### Close-up of the layout, run 1

Window x 16 to 56, y 57 to 97 um. Cells in gray, sequential cells in the stronger gray; small squares are vias.
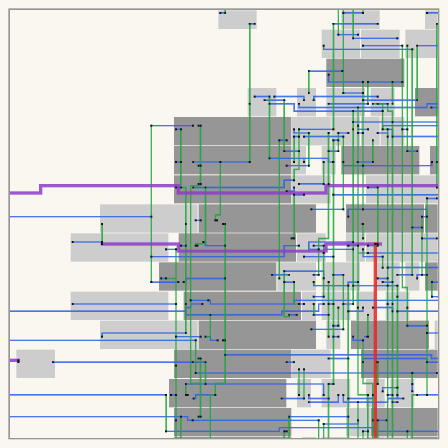
### Metal layers overlaid, run 1

Only two layers are drawn.
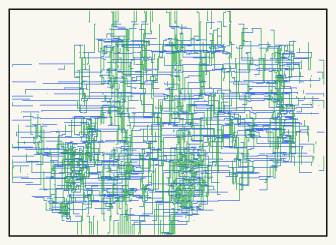
### Where the registers sit, run 1

The bar under the picture is 50 um long.
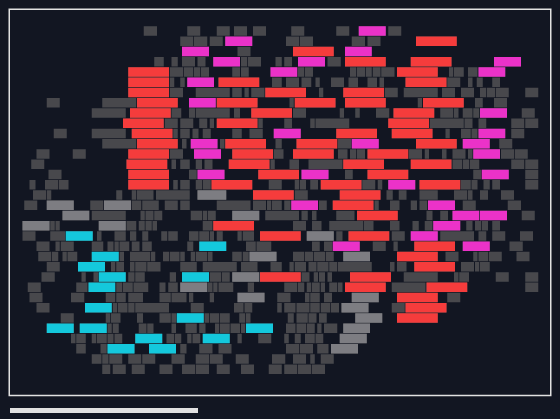
### Clock nets, run 1

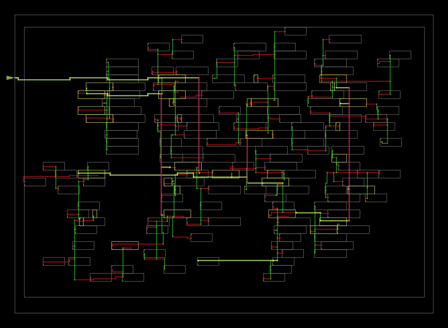
--- src/rtl/cpu_pkg.sv ---
// Shared widths, FSM state type and queue entry layout for the instruction fetch unit.
package cpu_pkg;

  localparam int ADDR_W  = 12;
  localparam int INSTR_W = 19;

  typedef enum logic [1:0] {
    IDLE  = 2'd0,
    FETCH = 2'd1,
    HALT  = 2'd2
  } fetch_state_t;

  typedef struct packed {
    logic [INSTR_W-1:0] instr;
    logic [ADDR_W-1:0]  pc;
  } fetch_entry_t;

endpackage

--- src/rtl/fetch_queue.sv ---
// Synchronous prefetch FIFO of fetch entries with a registered head and flush.
module fetch_queue
  import cpu_pkg::*;
#(
  parameter int QDEPTH = 2,
  parameter int PW     = (QDEPTH > 1) ? $clog2(QDEPTH) : 1
) (
  input  logic         clk,
  input  logic         rst,
  input  logic         push,
  input  logic         pop,
  input  logic         flush,
  input  fetch_entry_t din,
  output fetch_entry_t head,
  output logic         valid,
  output logic [PW:0]  count
);

  fetch_entry_t      mem [QDEPTH];
  fetch_entry_t      head_q;
  fetch_entry_t      head_d;
  logic [PW-1:0]     rd_ptr;
  logic [PW-1:0]     wr_ptr;
  logic [PW-1:0]     rd_next;
  logic [PW:0]       count_q;
  logic              do_pop;

  assign do_pop  = pop & (count_q != '0);
  assign rd_next = rd_ptr + PW'(1);

  // The head register always mirrors the entry that will be oldest after this cycle.
  always_comb begin
    head_d = head_q;
    if (do_pop) begin
      if (count_q > (PW+1)'(1)) head_d = mem[rd_next];
      else if (push)            head_d = din;
    end else if ((count_q == '0) && push) begin
      head_d = din;
    end
  end

  always_ff @(posedge clk) begin
    if (push && !flush) mem[wr_ptr] <= din;
  end

  always_ff @(posedge clk) begin
    if (!rst) begin
      rd_ptr  <= '0;
      wr_ptr  <= '0;
      count_q <= '0;
      head_q  <= '0;
    end else if (flush) begin
      rd_ptr  <= '0;
      wr_ptr  <= '0;
      count_q <= '0;
    end else begin
      head_q <= head_d;
      if (push)   wr_ptr <= wr_ptr + PW'(1);
      if (do_pop) rd_ptr <= rd_next;
      if (push && !do_pop)      count_q <= count_q + (PW+1)'(1);
      else if (!push && do_pop) count_q <= count_q - (PW+1)'(1);
    end
  end

  assign head  = head_q;
  assign valid = (count_q != '0);
  assign count = count_q;

endmodule

--- src/rtl/instruction_fetch_unit.sv ---
// Owns the PC and fetch FSM, feeds the prefetch queue and presents {instr, pc} to decode.
module instruction_fetch_unit
  import cpu_pkg::*;
#(
  parameter int                QDEPTH   = 2,
  parameter logic [ADDR_W-1:0] RESET_PC = '0
) (
  input  logic               clk,
  input  logic               rst,
  output logic [ADDR_W-1:0]  imem_addr,
  input  logic [INSTR_W-1:0] imem_instr,
  output logic               out_valid,
  input  logic               out_ready,
  output logic [INSTR_W-1:0] out_instr,
  output logic [ADDR_W-1:0]  out_pc,
  input  logic               redirect_valid,
  input  logic [ADDR_W-1:0]  redirect_pc,
  input  logic               halt_req,
  output logic               halted,
  output logic [15:0]        fetch_count,
  output fetch_state_t       state
);

  localparam int PW = (QDEPTH > 1) ? $clog2(QDEPTH) : 1;

  fetch_state_t      state_q;
  fetch_state_t      state_d;
  logic [ADDR_W-1:0] pc_q;
  logic [15:0]       fetch_count_q;
  logic              halted_q;
  logic              push;
  logic              pop;
  logic              q_valid;
  logic [PW:0]       q_count;
  fetch_entry_t      q_head;
  fetch_entry_t      q_din;

  // Valid/ready: an entry transfers on every cycle where out_valid and out_ready are both high;
  // out_valid never depends on out_ready, and a redirect cannot cancel a transfer already accepted.
  assign pop  = q_valid & out_ready;
  assign push = (state_q == FETCH) & ~redirect_valid & ~halt_req &
                ((q_count < (PW+1)'(QDEPTH)) | pop);

  assign q_din.instr = imem_instr;
  assign q_din.pc    = pc_q;

  fetch_queue #(.QDEPTH(QDEPTH), .PW(PW)) u_queue (
    .clk   (clk),
    .rst   (rst),
    .push  (push),
    .pop   (pop),
    .flush (redirect_valid),
    .din   (q_din),
    .head  (q_head),
    .valid (q_valid),
    .count (q_count)
  );

  always_comb begin
    state_d = state_q;
    case (state_q)
      IDLE:    state_d = FETCH;
      FETCH:   if (!redirect_valid && halt_req) state_d = HALT;
      HALT:    if (redirect_valid) state_d = FETCH;
      default: state_d = IDLE;
    endcase
  end

  always_ff @(posedge clk) begin
    if (!rst) begin
      state_q       <= IDLE;
      pc_q          <= RESET_PC;
      fetch_count_q <= '0;
      halted_q      <= 1'b0;
    end else begin
      state_q  <= state_d;
      halted_q <= (state_d == HALT);
      if (redirect_valid) pc_q <= redirect_pc;
      else if (push)      pc_q <= pc_q + ADDR_W'(1);
      if (push) fetch_count_q <= fetch_count_q + 16'd1;
    end
  end

  assign imem_addr   = pc_q;
  assign out_valid   = q_valid;
  assign out_instr   = q_head.instr;
  assign out_pc      = q_head.pc;
  assign halted      = halted_q;
  assign fetch_count = fetch_count_q;
  assign state       = state_q;

endmodule
--- config.mk ---
export PLATFORM = sky130hd
export DESIGN_NAME = instruction_fetch_unit
export DESIGN_NICKNAME = d
export VERILOG_FILES = /design/src/rtl/cpu_pkg.sv /design/src/rtl/fetch_queue.sv /design/src/rtl/instruction_fetch_unit.sv
export SDC_FILE = /design/constraint.sdc
export NUM_CORES = 1
export LEC_CHECK = 0
export CORE_ASPECT_RATIO = 0.7
export CORE_MARGIN = 3
export CORE_UTILIZATION = 41
export DETAILED_ROUTE_END_ITERATION = 8
export PLACE_DENSITY = 0.7
export SYNTH_ARGS = -nofsm -noshare
export SYNTH_HDL_FRONTEND = slang
export SYNTH_SLANG_ARGS = --single-unit
--- constraint.sdc ---
create_clock -name clk -period 9.22 [get_ports clk]
set_input_delay 1.844 -clock clk [delete_from_list [all_inputs] [get_ports clk]]
set_output_delay 1.844 -clock clk [all_outputs]
set_load 0.02 [all_outputs]
==> run summary, run 1 <==
Status -> finished clean
H-tree level count -> 4
FP Rows -> 34
Setup-failing EPs final -> 0
Yosys xor share -> 0.0129
Reg area -> 3180 um^2
Fin crit period -> 4580 ps
CP Cell Sequence -> clkdlybuf4s50_1 > inv_1 > o211ai_1 > buf_4 > and2_1 > o21ai_0
Crit path DRT -> 9450 ps
RSZ-0062 raised after global routing -> false
Ao+oa area frac -> 0.143
Pleak -> 0.00221 uW
Synth Register Bits -> 128
First-pass GRT wire length -> 21.2 mm
Element type at the critical path end -> register
Core area -> 12,700 um^2
Clock buffer depth -> 2
Post-DP Area -> 6500 um^2
Cell taking the most area after synthesis -> edfxtp_1
I/O Pins -> 99
Top non-seq family -> simple AND/OR/NAND/NOR gates
Crit path largest cell delay -> 930 ps
Pre-CTS setup slack -> 4210 ps
Worst-Skew Late Latency -> 410 ps
Synth cell types -> 46
Ys flop type -> dfxtp_1
Area Overhead vs Synth -> 30.7%
Max Cap Viol -> 0
CTS root buf -> clkbuf_16
Setup WS post-layout -> 4640 ps
Peak supply drop -> 0.148 mV
Die X -> 143 um
Die span in y -> 102 um
Post-CTS Setup Repair Bufs -> 0
Reg2reg end -> u_queue.head[23]$_SDFFE_PN0P_
Die area -> 14,600 um^2
Hold EP -> u_queue.head[6]$_SDFFE_PN0P_
EDFF count, synth -> 62
Startpoint Class -> input pin
Slew margin rel. -> 0.306
Reg clk slew, reported paths -> 50 ps
Largest type area fraction -> 0.344
# DRC -> 0
Sequential element share of the synthesized area -> 0.588
Slowest CP cell -> clkdlybuf4s50_1
Fin. Hold Viols -> 0
Max-slew violation count -> 0
Hold_sp -> u_queue.head[6]$_SDFFE_PN0P_
Average cell area after synthesis -> 11.0 um^2
Critical R2R Launch -> u_queue.count[1]$_SDFFE_PP0P_
Min Hold Slack -> 474 ps
About 'Close-up of the layout':
met1 -> blue
met3 -> purple
met2 -> green
met4 -> red
most frequent = edfxtp_1 (11), clkdlybuf4s50_1 (7)
netlist names of flops here include = `u_queue.mem` (11), `u_queue.head` (6)
sequential cells in the window = 17
cells with their middle in the window = 57

About 'Metal layers overlaid':
met2 -> green  # wire length 6,010 um
met1 -> blue  # wire length 6,120 um

About 'Where the registers sit':
`fetch_count` -> cyan  # placed flops 16, where bottom left
`u_queue.mem` -> red  # placed flops 62
`u_queue.head` -> magenta  # placed flops 31
not colored = 19

About 'Clock nets':
Clock Skew: 9.94 ps
Sink Count: 128

==> run 1: sequential cells by signal, indices dropped and copies added (netlist names) <==
register / count
u_queue.count: 2
u_queue.mem: 62
state: 2
u_queue.wr_ptr: 1
fetch_count: 16
halted: 1
u_queue.rd_ptr: 1
imem_addr: 12
u_queue.head: 31
==> run 1: area by class of cell <==
class / instances / area share
multi-input combinational: 317 / 0.291
timing repair buffer: 104 / 0.144
clock inverter: 4 / 0.00283
tap: 162 / 0.0287
clock buffer: 28 / 0.0778
sequential: 128 / 0.450
inverter: 9 / 0.00478
==> run 1: worst max-delay path by stage <==
stage	startpoint	end	slack, ps	cells after the start
6_report	redirect_valid	u_queue.head[23]$_SDFFE_PN0P_	4640	6
5_1_grt	redirect_valid	u_queue.head[15]$_SDFFE_PN0P_	4340	6
4_1_cts	redirect_valid	u_queue.head[23]$_SDFFE_PN0P_	4640	6
3_5_place_dp	redirect_valid	u_queue.head[23]$_SDFFE_PN0P_	4210	6
3_3_place_gp	redirect_valid	u_queue.head[24]$_SDFFE_PN0P_	4400	6
2_1_floorplan	redirect_valid	u_queue.mem[0][0]$_DFFE_PP_	4530	5
==> run 1: per-layer routing <==
metal	wire length, um	vias to the layer above	global-route usage
met2	6010	156	0.286
met4	180	0	0.0731
met5	0	-	0
li1	-	2052	-
met3	870	19	0.0435
met1	6120	1986	0.261
==> run 1: worst min-delay path, stage by stage, from the launching register on <==
cell and delay (ps):
dfxtp_1 310, nand4_1 60, o21ai_0 60
==> run 1: kinds of logic (layout without fill, tap and decap cells) <==
logic type               Yosys count  after routing
flip-flops                       128            128
AND-OR/OR-AND                    118            118
XOR/XNOR                           8              8
multiplexers                      34             34
AND/OR/NAND/NOR                  153            153
adder cells (fa/ha/maj)            4              4
buffers and inverters             48            145
==> run 1: stage by stage <==
step | cells | power, uW
3_3_place_gp | 720 | 718
5_1_grt | 752 | 1380
3_5_place_dp | 720 | 721
4_1_cts | 752 | 1340
6_report | 752 | 1340
2_1_floorplan | 493 | 673
==> run 1: where the power goes <==
part | internal, uW | total [uW] | switching [uW]
Combinational | 39.7 | 85.5 | 45.8
Clock | 404 | 628 | 224
Sequential | 610 | 624 | 13.5
Total | 1050 | 1340 | 283
==> run 1: placed cells by master (no fill, tap or decap), types with 7 or more instances in the layout <==
cell and instances:
a21oi_1 13, dfxtp_1 65, nand3_1 14, a31oi_1 7, o211ai_1 38, edfxtp_1 62
or4_1 10, clkbuf_16 20, o21ai_0 35, nor2_1 10, nand2_1 60, nand4_1 37
mux2i_1 31, clkdlybuf4s50_1 97, inv_1 8
==> inputs of run 2 (changes only) <==
- clock period: 9.22 -> 4.75 ns (I/O delays scaled with it)
==> run summary, run 2 <==
Status -> finished clean (unchanged)
Startpoint Class -> input pin (unchanged)
Biggest register -> u_queue.mem (unchanged)
Worst Path Max Fanout -> 31 (was 32)
Setup-failing EPs final -> 0 (unchanged)
RePlAce Congestion -> 0.864 (was 0.816)
Layout cells sized above 1 -> 0.0726 (was 0.0661)
Post-DP HPWL -> 8.42 mm (was 8.56 mm)
Clock Skew -> 5.95 ps (was 9.94 ps)
Most frequent cells in the layout -> 97 x clkdlybuf4s50_1, 65 x dfxtp_1, 62 x edfxtp_1, 60 x nand2_1, 38 x o211ai_1 (unchanged)
Most used logic cell in the final layout -> clkdlybuf4s50_1 (unchanged)
Peak supply drop -> 0.301 mV (was 0.148 mV)
First-pass GRT wire length -> 21.1 mm (was 21.2 mm)
Synth cell types -> 46 (unchanged)
Clock buffer depth -> 2 (unchanged)
I/O Pins -> 99 (unchanged)
Die X -> 143 um (unchanged)
Ys flop type -> dfxtp_1 (unchanged)
Tcrit/Tclk final -> 0.685
Max-slew violation count -> 0 (unchanged)
Sink Count -> 128 (unchanged)
Post-CTS Setup Repair Bufs -> 0 (unchanged)
Average cell area after synthesis -> 11.0 um^2 (unchanged)
Kind of critical path -> in2reg (unchanged)
Reg clk slew, reported paths -> 50 ps (about the same)
Die area -> 14,600 um^2 (unchanged)
Worst-Skew Late Latency -> 410 ps (about the same)
Slew margin rel. -> 0.303 (was 0.306)
H-tree level count -> 4 (unchanged)
Hold EP -> u_queue.head[23]$_SDFFE_PN0P_ (was u_queue.head[6]$_SDFFE_PN0P_)
Yosys cell count -> 493 (unchanged)
Crit path DRT -> 4790 ps (was 9450 ps)
Post_cts resized -> 0 (unchanged)
Max Cap Viol -> 0 (unchanged)
Fin crit period -> 3260 ps
RSZ-0062 raised after global routing -> false (unchanged)
Core area -> 12,700 um^2 (unchanged)
Reg2reg end -> u_queue.head[13]$_SDFFE_PN0P_ (was u_queue.head[23]$_SDFFE_PN0P_)
Cell taking the most area after synthesis -> edfxtp_1 (unchanged)
# DRC -> 0 (unchanged)
Die span in y -> 102 um (unchanged)
Max reg flops -> 62 (unchanged)
Non-filler cells in the finished layout -> 754 (was 752)
CTS root buf -> clkbuf_16 (unchanged)
Placed Instances -> 722 (was 720)
EDFF count, synth -> 62 (unchanged)
Largest type area fraction -> 0.344 (unchanged)
Post-DP Area -> 6520 um^2 (was 6500 um^2)
Area Overhead vs Synth -> 30.9% (was 30.7%)
FP Rows -> 34 (unchanged)
Element type at the critical path end -> register (unchanged)
Critical R2R Launch -> u_queue.count[1]$_SDFFE_PP0P_ (unchanged)
Synthesized cell area -> 5410 um^2 (unchanged)
Min Hold Slack -> 478 ps (was 474 ps)
Hold_sp -> u_queue.head[23]$_SDFFE_PN0P_ (was u_queue.head[6]$_SDFFE_PN0P_)
Pleak -> 0.00222 uW (was 0.00221 uW)
Fin. Hold Viols -> 0 (unchanged)
Sequential element share of the synthesized area -> 0.588 (unchanged)
Vias -> 4,265 (was 4,213)
Antenna violations before repair -> 0 (unchanged)
Synth Register Bits -> 128 (unchanged)
Hold Crit Class -> reg2reg (unchanged)
## run 2: cell count changes in the layout (fill, tap and decap cells not counted), sizes merged
cell | before | now
buf | 7 | 9
clkbuf | 28 | 26
bufinv | 0 | 1
clkinv | 4 | 5
## run 2: area by class of cell
| type | instances | area (um^2) |
|---|---|---|
| fillers | 1071 | 5590 |
| flip-flops and latches | 128 | 3180 |
| multi-input cells | 317 | 2060 |
| repair buffers | 106 | 1040 |
| clock buffers | 26 | 509 |
| well taps | 162 | 203 |
| clock inverters | 6 | 55.1 |
| inverters | 9 | 33.8 |
## run 2: worst max-delay path: stages
cell             delay [ps]
clkdlybuf4s50_1         400
buf_4                   200
or4b_1                  650
a21oi_1                 170
buf_4                   230
and2_2                  670
## run 2: cells by family (layout without fill, tap and decap cells)
group                    count (synthesis)  count (layout)  share of synthesized area
multiplexers                            34              34                     0.0636
AND/OR/NAND/NOR                        153             153                      0.148
AND-OR/OR-AND                          118             118                      0.143
buffers and inverters                   48             147                     0.0351
flip-flops                             128             128                      0.588
XOR/XNOR                                 8               8                     0.0129
adder cells (fa/ha/maj)                  4               4                    0.00925
## run 2: how the worst max path moves through the flow
stage / startpoint / endpoint / slack, ps / cells past startpoint
2_1_floorplan: redirect_valid / u_queue.mem[0][0]$_DFFE_PP_ / 950 / 5
3_3_place_gp: redirect_valid / u_queue.mem[1][5]$_DFFE_PP_ / 1090 / 6
3_5_place_dp: redirect_valid / u_queue.mem[1][12]$_DFFE_PP_ / 1060 / 6
4_1_cts: redirect_valid / u_queue.mem[1][29]$_DFFE_PP_ / 1490 / 6
5_1_grt: redirect_valid / u_queue.head[13]$_SDFFE_PN0P_ / 1240 / 7
6_report: redirect_valid / u_queue.mem[1][3]$_DFFE_PP_ / 1490 / 6
## run 2: metal layers
layer	part of all wire	up-vias	global-route usage
met2	0.45	140	0.284
li1	-	2056	-
met3	0.069	19	0.0552
met5	0	-	0
met1	0.47	2050	0.251
met4	0.013	0	0.0630
## run 2: report_power, final
| part | switching, uW | internal (uW) | total (uW) | leakage (uW) |
|---|---|---|---|---|
| combinational | 89.4 | 78.0 | 167 | 0.000839 |
| clock | 439 | 783 | 1220 | 0.000275 |
| sequential | 25.5 | 1180 | 1210 | 0.00110 |
| total | 554 | 2050 | 2600 | 0.00222 |
## run 2: per-stage QoR
stage	total power, uW	setup slack (ps)
detailed placement	1400	1060
finish	2600	1490
global route	2690	1240
CTS	2620	1490
global placement	1400	1090
floorplan	1310	950
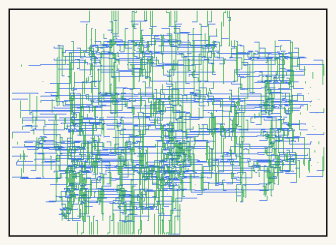
*Metal layers overlaid, run 2*
Only two layers are drawn.
met2 -> green  # wire length 5,890 um
met1 -> blue  # wire length 6,060 um

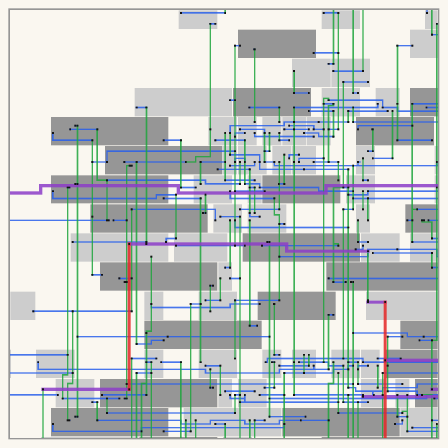
*Close-up of the layout, run 2*
Window x 16 to 56, y 57 to 97 um. Cells in gray, sequential cells in the stronger gray; small squares are vias.
met3 -> purple
met4 -> red
met2 -> green
met1 -> blue
most frequent = edfxtp_1 (11), clkdlybuf4s50_1 (9)
cells with their middle in the window = 64
netlist names of flops here include = `u_queue.mem` (11), `u_queue.head` (6)
sequential cells in the window = 17

Power is estimated from default activity; no workload was simulated.
